===== src/rtl/debug_pkg.sv =====
// Shared constants and FSM state encoding for the debug register dump path.
// DEBUG_DUMP_PC_EN adds a trailing program-counter word to the dump.
package debug_pkg;

    localparam int DEFAULT_DATA_SIZE = 32;
    localparam int DEFAULT_BYTE_SIZE = 8;
    localparam int DEFAULT_REG_SIZE  = 5;
    localparam int DEFAULT_NUM_REGS  = 32;
    localparam int BYTES_PER_WORD    = DEFAULT_DATA_SIZE / DEFAULT_BYTE_SIZE;

    // Total bytes the debug unit should expect on the UART for one dump.
`ifdef DEBUG_DUMP_PC_EN
    localparam int DUMP_BYTE_COUNT = (DEFAULT_NUM_REGS + 1) * BYTES_PER_WORD;
`else
    localparam int DUMP_BYTE_COUNT = DEFAULT_NUM_REGS * BYTES_PER_WORD;
`endif

    typedef enum logic [2:0] {
        ST_IDLE    = 3'd0,
        ST_REQ     = 3'd1,
        ST_WAIT    = 3'd2,
        ST_SEND    = 3'd3,
        ST_NEXT    = 3'd4,
        ST_DONE    = 3'd5,
        ST_PC_LOAD = 3'd6
    } dump_state_t;

endpackage


===== src/rtl/word_serializer.sv =====
// Loads one word and emits it MSB byte first over a valid/ready byte stream;
// flags the handshake of the final byte so the caller can move on.
module word_serializer
    import debug_pkg::*;
#(
    parameter int DATA_SIZE = DEFAULT_DATA_SIZE,
    parameter int BYTE_SIZE = DEFAULT_BYTE_SIZE
) (
    input  logic                 clock,
    input  logic                 reset,
    input  logic                 load,
    input  logic [DATA_SIZE-1:0] word,
    input  logic                 send,
    input  logic                 ready,
    output logic                 valid,
    output logic [BYTE_SIZE-1:0] data,
    output logic                 last_accept
);

    localparam int WORD_BYTES = DATA_SIZE / BYTE_SIZE;
    localparam int CNT_W      = (WORD_BYTES > 1) ? $clog2(WORD_BYTES) : 1;

    logic [DATA_SIZE-1:0] shift;
    logic [CNT_W-1:0]     count;
    logic                 accept;

    assign valid       = send;
    assign data        = shift[DATA_SIZE-1 -: BYTE_SIZE];
    assign accept      = send && ready;
    assign last_accept = accept && (count == CNT_W'(WORD_BYTES - 1));

    // Shift only on an accepted byte so the presented byte holds while stalled.
    always_ff @(posedge clock) begin
        if (reset) begin
            shift <= '0;
            count <= '0;
        end else if (load) begin
            shift <= word;
            count <= '0;
        end else if (accept) begin
            shift <= shift << BYTE_SIZE;
            count <= count + CNT_W'(1);
        end
    end

endmodule


===== src/rtl/debug_reg_dump.sv =====
// Walks the register bank debug port and streams every word MSB byte first.
// Build with DEBUG_DUMP_PC_EN to append the i_pc word after the last register.
module debug_reg_dump
    import debug_pkg::*;
#(
    parameter int DATA_SIZE = DEFAULT_DATA_SIZE,
    parameter int REG_SIZE  = DEFAULT_REG_SIZE,
    parameter int NUM_REGS  = DEFAULT_NUM_REGS,
    parameter int BYTE_SIZE = DEFAULT_BYTE_SIZE
) (
    input  logic                 i_clock,
    input  logic                 i_reset,
    input  logic                 i_start,
    input  logic [DATA_SIZE-1:0] i_rb_data,
    input  logic                 i_tx_ready,
`ifdef DEBUG_DUMP_PC_EN
    input  logic [DATA_SIZE-1:0] i_pc,
`endif
    output logic                 o_rb_read_enable,
    output logic [REG_SIZE-1:0]  o_rb_read_addr,
    output logic                 o_tx_valid,
    output logic [BYTE_SIZE-1:0] o_tx_data,
    output logic                 o_busy,
    output logic                 o_done
);

    localparam logic [REG_SIZE-1:0] LAST_INDEX = REG_SIZE'(NUM_REGS - 1);

    dump_state_t          state;
    dump_state_t          next_state;
    logic [REG_SIZE-1:0]  index;
    logic                 ser_load;
    logic [DATA_SIZE-1:0] ser_word;
    logic                 last_accept;

`ifdef DEBUG_DUMP_PC_EN
    logic pc_phase;

    assign ser_load = (state == ST_WAIT) || (state == ST_PC_LOAD);
    assign ser_word = (state == ST_PC_LOAD) ? i_pc : i_rb_data;

    // Remembers that the word now being sent is the PC, which ends the dump.
    always_ff @(posedge i_clock) begin
        if (i_reset || state == ST_IDLE) begin
            pc_phase <= 1'b0;
        end else if (state == ST_PC_LOAD) begin
            pc_phase <= 1'b1;
        end
    end
`else
    assign ser_load = (state == ST_WAIT);
    assign ser_word = i_rb_data;
`endif

    always_ff @(posedge i_clock) begin
        if (i_reset) begin
            state <= ST_IDLE;
            index <= '0;
        end else begin
            state <= next_state;
            if (state == ST_IDLE && i_start) begin
                index <= '0;
            end else if (state == ST_NEXT && index != LAST_INDEX) begin
                index <= index + REG_SIZE'(1);
            end
        end
    end

    always_comb begin
        next_state = state;
        case (state)
            ST_IDLE: if (i_start) next_state = ST_REQ;
            ST_REQ:  next_state = ST_WAIT;
            ST_WAIT: next_state = ST_SEND;
            ST_SEND: begin
                if (last_accept) begin
`ifdef DEBUG_DUMP_PC_EN
                    next_state = pc_phase ? ST_DONE : ST_NEXT;
`else
                    next_state = ST_NEXT;
`endif
                end
            end
            ST_NEXT: begin
                if (index == LAST_INDEX) begin
`ifdef DEBUG_DUMP_PC_EN
                    next_state = ST_PC_LOAD;
`else
                    next_state = ST_DONE;
`endif
                end else begin
                    next_state = ST_REQ;
                end
            end
            ST_PC_LOAD: next_state = ST_SEND;
            ST_DONE:    next_state = ST_IDLE;
            default:    next_state = ST_IDLE;
        endcase
    end

    assign o_rb_read_enable = (state == ST_REQ);
    assign o_rb_read_addr   = (state == ST_IDLE) ? '0 : index;
    assign o_busy           = (state != ST_IDLE);
    assign o_done           = (state == ST_DONE);

    word_serializer #(
        .DATA_SIZE(DATA_SIZE),
        .BYTE_SIZE(BYTE_SIZE)
    ) u_serializer (
        .clock      (i_clock),
        .reset      (i_reset),
        .load       (ser_load),
        .word       (ser_word),
        .send       (state == ST_SEND),
        .ready      (i_tx_ready),
        .valid      (o_tx_valid),
        .data       (o_tx_data),
        .last_accept(last_accept)
    );

endmodule


===== config.mk =====
export PLATFORM = sky130hd
export DESIGN_NAME = debug_reg_dump
export DESIGN_NICKNAME = d
export VERILOG_FILES = /design/src/rtl/debug_pkg.sv /design/src/rtl/word_serializer.sv /design/src/rtl/debug_reg_dump.sv
export SDC_FILE = /design/constraint.sdc
export NUM_CORES = 1
export LEC_CHECK = 0
export CAP_MARGIN = 20
export CELL_PAD_IN_SITES_DETAIL_PLACEMENT = 1
export CELL_PAD_IN_SITES_GLOBAL_PLACEMENT = 2
export CORE_UTILIZATION = 29
export CTS_BUF_LIST = sky130_fd_sc_hd__clkbuf_16
export CTS_CLUSTER_DIAMETER = 80
export DETAILED_ROUTE_END_ITERATION = 8
export PLACE_DENSITY = 0.86
export SETUP_SLACK_MARGIN = 0.15
export SYNTH_ARGS = -nofsm -noshare
export SYNTH_HDL_FRONTEND = slang
export SYNTH_HIERARCHICAL = 1
export SYNTH_SLANG_ARGS = --single-unit

===== constraint.sdc =====
create_clock -name i_clock -period 2.4 [get_ports i_clock]
set_input_delay 0.6 -clock i_clock [delete_from_list [all_inputs] [get_ports i_clock]]
set_output_delay 0.6 -clock i_clock [all_outputs]
set_load 0.005 [all_outputs]

==> flow_summary.json, run 1 <==
{
  "common_cells": "nor3_1 (44), dfxtp_1 (42), inv_1 (26)",
  "mostFrequentLayoutCells": "clkdlybuf4s50_1 (48), nor3_1 (44), dfxtp_1 (41)",
  "layout.nonclk_buf_frac": 0.2174,
  "startpoint_type": "flop",
  "fillers": 838,
  "cellPowerDensity_nw_per_um2": 600.7,
  "route.met2.wl_mm": 2.394,
  "yosysTopAreaCellShare": 0.3773,
  "final_net_count": 324,
  "yosysUniqueCellTypes": 31,
  "switchingPower_w": 0.0004501,
  "reg2reg_to": "index[3]",
  "leakagePower_nw": 1.143,
  "grt_pass1_wl_mm": 8.321,
  "hpwlAfterDp_mm": 3.417,
  "r2r_slack_ns": 0.37,
  "dp_cells": 372,
  "reg2reg_from": "index[0]",
  "synthTopCellsByArea": "dfxtp_1 (38%), a2111oi_2 (13%), nor3_1 (9.9%)",
  "power_frac_seq": 0.440,
  "xor_area_frac": 0.007861,
  "crit_family": "simple AND/OR/NAND/NOR gates",
  "post_cts.repair.setup_buffers": 1,
  "crit_type": "flop to primary output",
  "grt_max_degree": 91,
  "holdWs_ns": 0.4823,
  "inv_count": 26,
  "pg_clk_w": 0.000649,
  "final_common_cell": "clkdlybuf4s50_1",
  "top_logic_kind": "simple AND/OR/NAND/NOR gates",
  "min_to": "index[4]",
  "clk_share": 0.04817,
  "m1WireLength_mm": 2.425,
  "yosys_warnings": 6,
  "finalPower_w": 0.001763,
  "wl_met3_um": 142,
  "drc_errors": 0,
  "nMultiInputCombCells": 146,
  "slew_headroom": 0.7301,
  "top_layer_used": "met4",
  "power.group.top": "sequential cells",
  "ys_cells": 246,
  "cts_sinks": 42,
  "grt.overflow.total": 0,
  "internal_power_w": 0.001313,
  "cts_tree": "done",
  "fa_ha_area_frac": 0.01684,
  "rsz0062_at_grt": "true",
  "edf_count": 0,
  "power.share.clock": 0.368,
  "placed_cell_area_um2": 2739,
  "fp_nets": 285,
  "async_reset_ff_frac": 0,
  "comb-cell-share": 0.3713,
  "n_clock_buffer": 5,
  "tool_warnings": 27,
  "ant_nets": 0,
  "p_sw_frac": 0.2553,
  "min_path_type": "flop to flop",
  "worst-path-buf-inv": 1,
  "setup_tns_ns": 0,
  "fp_util": 0.3040,
  "syn_inst": 246,
  "slowest_stage": "clkdlybuf4s50_1",
  "hp-start": "index[4]",
  "crit_chain": "or3_4, and2_1, clkdlybuf4s50_1",
  "synthAoiAreaFrac": 0.1976,
  "synth-seq-cells": 42,
  "maxCapViolCount": 0,
  "die_h_um": 89.66,
  "via_per_inst": 4.678,
  "status": "complete, no violations",
  "skew_ns": 0.005729,
  "n_all_buffers": 64,
  "setup_viol": 0,
  "numCtsBuffers": 5,
  "reg2reg_depth": 6,
  "dieArea_um2": 8039
}
Run 1, register map, names as in the netlist:
Scale bar: 20 µm. Other sequential cells in the stronger grey, the rest of the logic in the fainter grey.
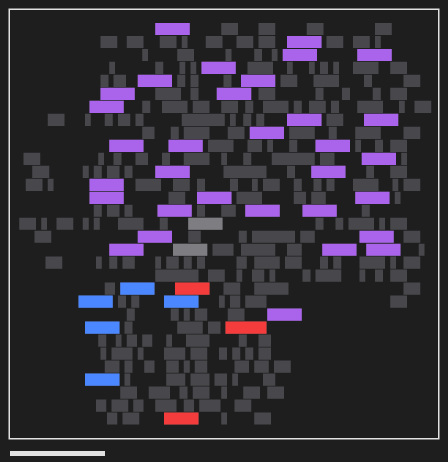
[red] state | sequential cells: 3
[purple] u_serializer/shift | sequential cells: 32
[blue] index | sequential cells: 5
not coloured: 2
Seq. pwr: 0.000777 W
Layout Utilization: 0.4004
FF+latch area: 844.6 µm²
flop share of the area: 0.2877

Run 1, track usage over the die:
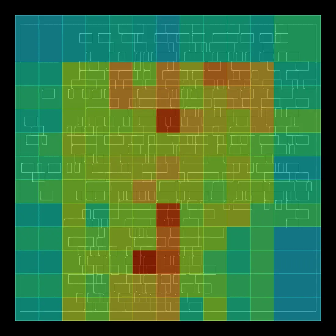
met2 GRT Util: 0.2190
M1 GR Usage: 0.1761
drt wl/cell: 13.13 µm
grt peak-use layer: met2
GRT met3 Usage: 0.02468

Run 1, placement by cell class:
Scale bar: 20 µm.
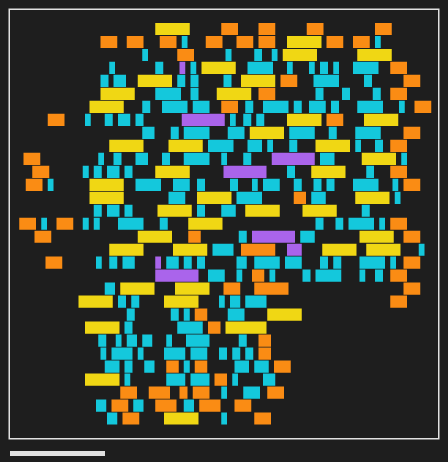
[yellow] flip-flops | cells: 42 | share of their area: 30%
[orange] other buffers and delay cells | cells: 64 | share of their area: 23%
[purple] clock drivers and dummy loads | cells: 8 | share of their area: 5.0%
[cyan] all other logic | cells: 172 | share of their area: 42%
fin area: 2935 µm²
Core Region: 7331 µm²
Rows: 31

Run 1, metal layers overlaid:
Scale bar: 20 µm. Only two layers are drawn.
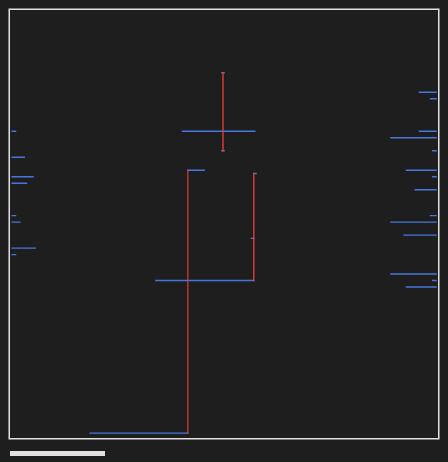
[red] met4 | wire length: 93.8 µm
[blue] met3 | wire length: 142 µm
drt total wl: 5.056 mm
gr usage total: 0.1355
via count: 1801

==> run 2, diff against run 1 <==
Settings changed: GPL_TIMING_DRIVEN from default to 1.
Run 2, register map, names as in the netlist:
Scale bar: 20 µm. Other sequential cells in the stronger grey, the rest of the logic in the fainter grey.
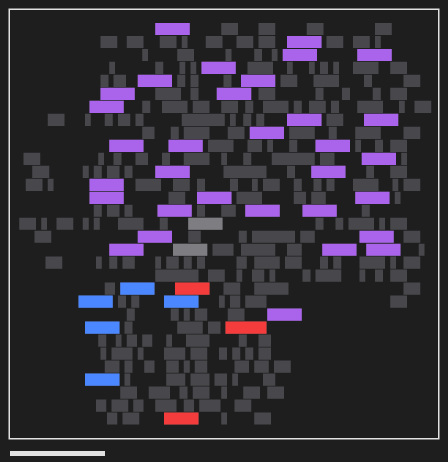
[blue] index | sequential cells: 5
[red] state | sequential cells: 3
[purple] u_serializer/shift | sequential cells: 32
not coloured: 2

Run 2, metal layers overlaid:
Scale bar: 20 µm. Only two layers are drawn.
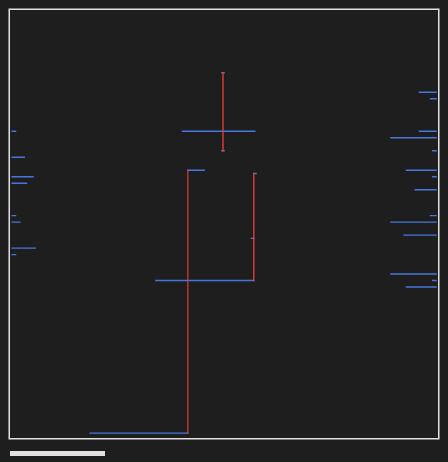
[red] met4 | wire length: 93.8 µm
[blue] met3 | wire length: 142 µm

==> flow_summary.json, run 2 <==
{
  "cellPowerDensity_nw_per_um2": 600.7,
  "post_cts.repair.setup_buffers": 1,
  "min_period_ns": 2.210,
  "comb-cell-share": 0.3713,
  "cts_tree": "done",
  "leakagePower_nw": 1.143,
  "hpwlAfterDp_mm": 3.417,
  "finish.utilization": 0.4004,
  "power_frac_seq": 0.440,
  "dp_cells": 372,
  "power.share.clock": 0.368,
  "switchingPower_w": 0.0004501,
  "fp_util": 0.3040,
  "core_um2": 7331,
  "nMultiInputCombCells": 146,
  "grt.met3_usage": 0.02468,
  "top_layer_used": "met4",
  "grt_max_degree": 91,
  "rsz0062_at_grt": "true",
  "wl_per_cell_um": 13.13,
  "yosysUniqueCellTypes": 31,
  "wl_met3_um": 142,
  "drive_above_1_share": 0.1853,
  "via_per_inst": 4.678,
  "final_common_cell": "clkdlybuf4s50_1",
  "edf_count": 0,
  "top_logic_kind": "simple AND/OR/NAND/NOR gates",
  "crit_end": "o_rb_read_addr[0]",
  "dieArea_um2": 8039,
  "power.group.top": "sequential cells",
  "xor_area_frac": 0.007861,
  "vias": 1801,
  "wl_mm": 5.056,
  "final_net_count": 324,
  "period_used_share": 0.9208,
  "crit_chain": "or3_4, and2_1, clkdlybuf4s50_1",
  "die_h_um": 89.66,
  "cts_resized": 2,
  "worst-path-buf-inv": 1,
  "r2r_slack_ns": 0.37,
  "common_cells": "nor3_1 (44), dfxtp_1 (42), inv_1 (26)",
  "largest_class": "logic gates",
  "slowest_stage": "clkdlybuf4s50_1",
  "clk_share": 0.04817,
  "pin_count": 53,
  "layout.nonclk_buf_frac": 0.2174,
  "slew_headroom": 0.7301,
  "synthTopCellsByArea": "dfxtp_1 (38%), a2111oi_2 (13%), nor3_1 (9.9%)",
  "reg2reg_depth": 6,
  "clock.fmax_mhz": 452.5,
  "n_all_buffers": 64,
  "setup_tns_ns": 0,
  "setup_viol": 0,
  "flop-count": 42,
  "holdWs_ns": 0.4823,
  "synth-seq-cells": 42,
  "placed_cell_area_um2": 2739,
  "p_sw_frac": 0.2553,
  "skew_ns": 0.005729,
  "grt_busiest_layer": "met2",
  "crit_type": "flop to primary output",
  "sh_seq_area": 0.2877,
  "finalPower_w": 0.001763,
  "min_to": "index[4]",
  "reg2reg_to": "index[3]",
  "cts_sinks": 42,
  "inv_count": 26,
  "internal_power_w": 0.001313,
  "hp-start": "index[4]",
  "route.met2.wl_mm": 2.394,
  "numCtsBuffers": 5,
  "synthAoiAreaFrac": 0.1976,
  "mostFrequentLayoutCells": "clkdlybuf4s50_1 (48), nor3_1 (44), dfxtp_1 (41)",
  "crit_path_end_kind": "primary output",
  "grt_pass1_wl_mm": 8.321,
  "seq_power_w": 0.000777,
  "ys_cells": 246,
  "maxCapViolCount": 0,
  "track_usage": 0.1355,
  "fp_nets": 285,
  "n_clock_buffer": 5,
  "fa_ha_area_frac": 0.01684,
  "startpoint_type": "flop",
  "yosys_warnings": 6,
  "drc_errors": 0,
  "grt.overflow.total": 0,
  "fillers": 838,
  "regArea_um2": 844.6,
  "pg_clk_w": 0.000649,
  "ant_nets": 0,
  "async_reset_ff_frac": 0,
  "reg2reg_from": "index[0]",
  "grtUsageMet1": 0.1761,
  "crit_family": "simple AND/OR/NAND/NOR gates",
  "first_pass_iters": 4,
  "syn_inst": 246,
  "tool_warnings": 27,
  "yosysTopAreaCellShare": 0.3773,
  "status": "complete, no violations",
  "antenna_found_initial": 0,
  "rows": 31,
  "finalInstanceArea_um2": 2935,
  "m1WireLength_mm": 2.425,
  "use_met2": 0.2190,
  "required_ns": 1.80,
  "min_path_type": "flop to flop"
}
No activity file was given, so power comes from the tool's default toggle rates.
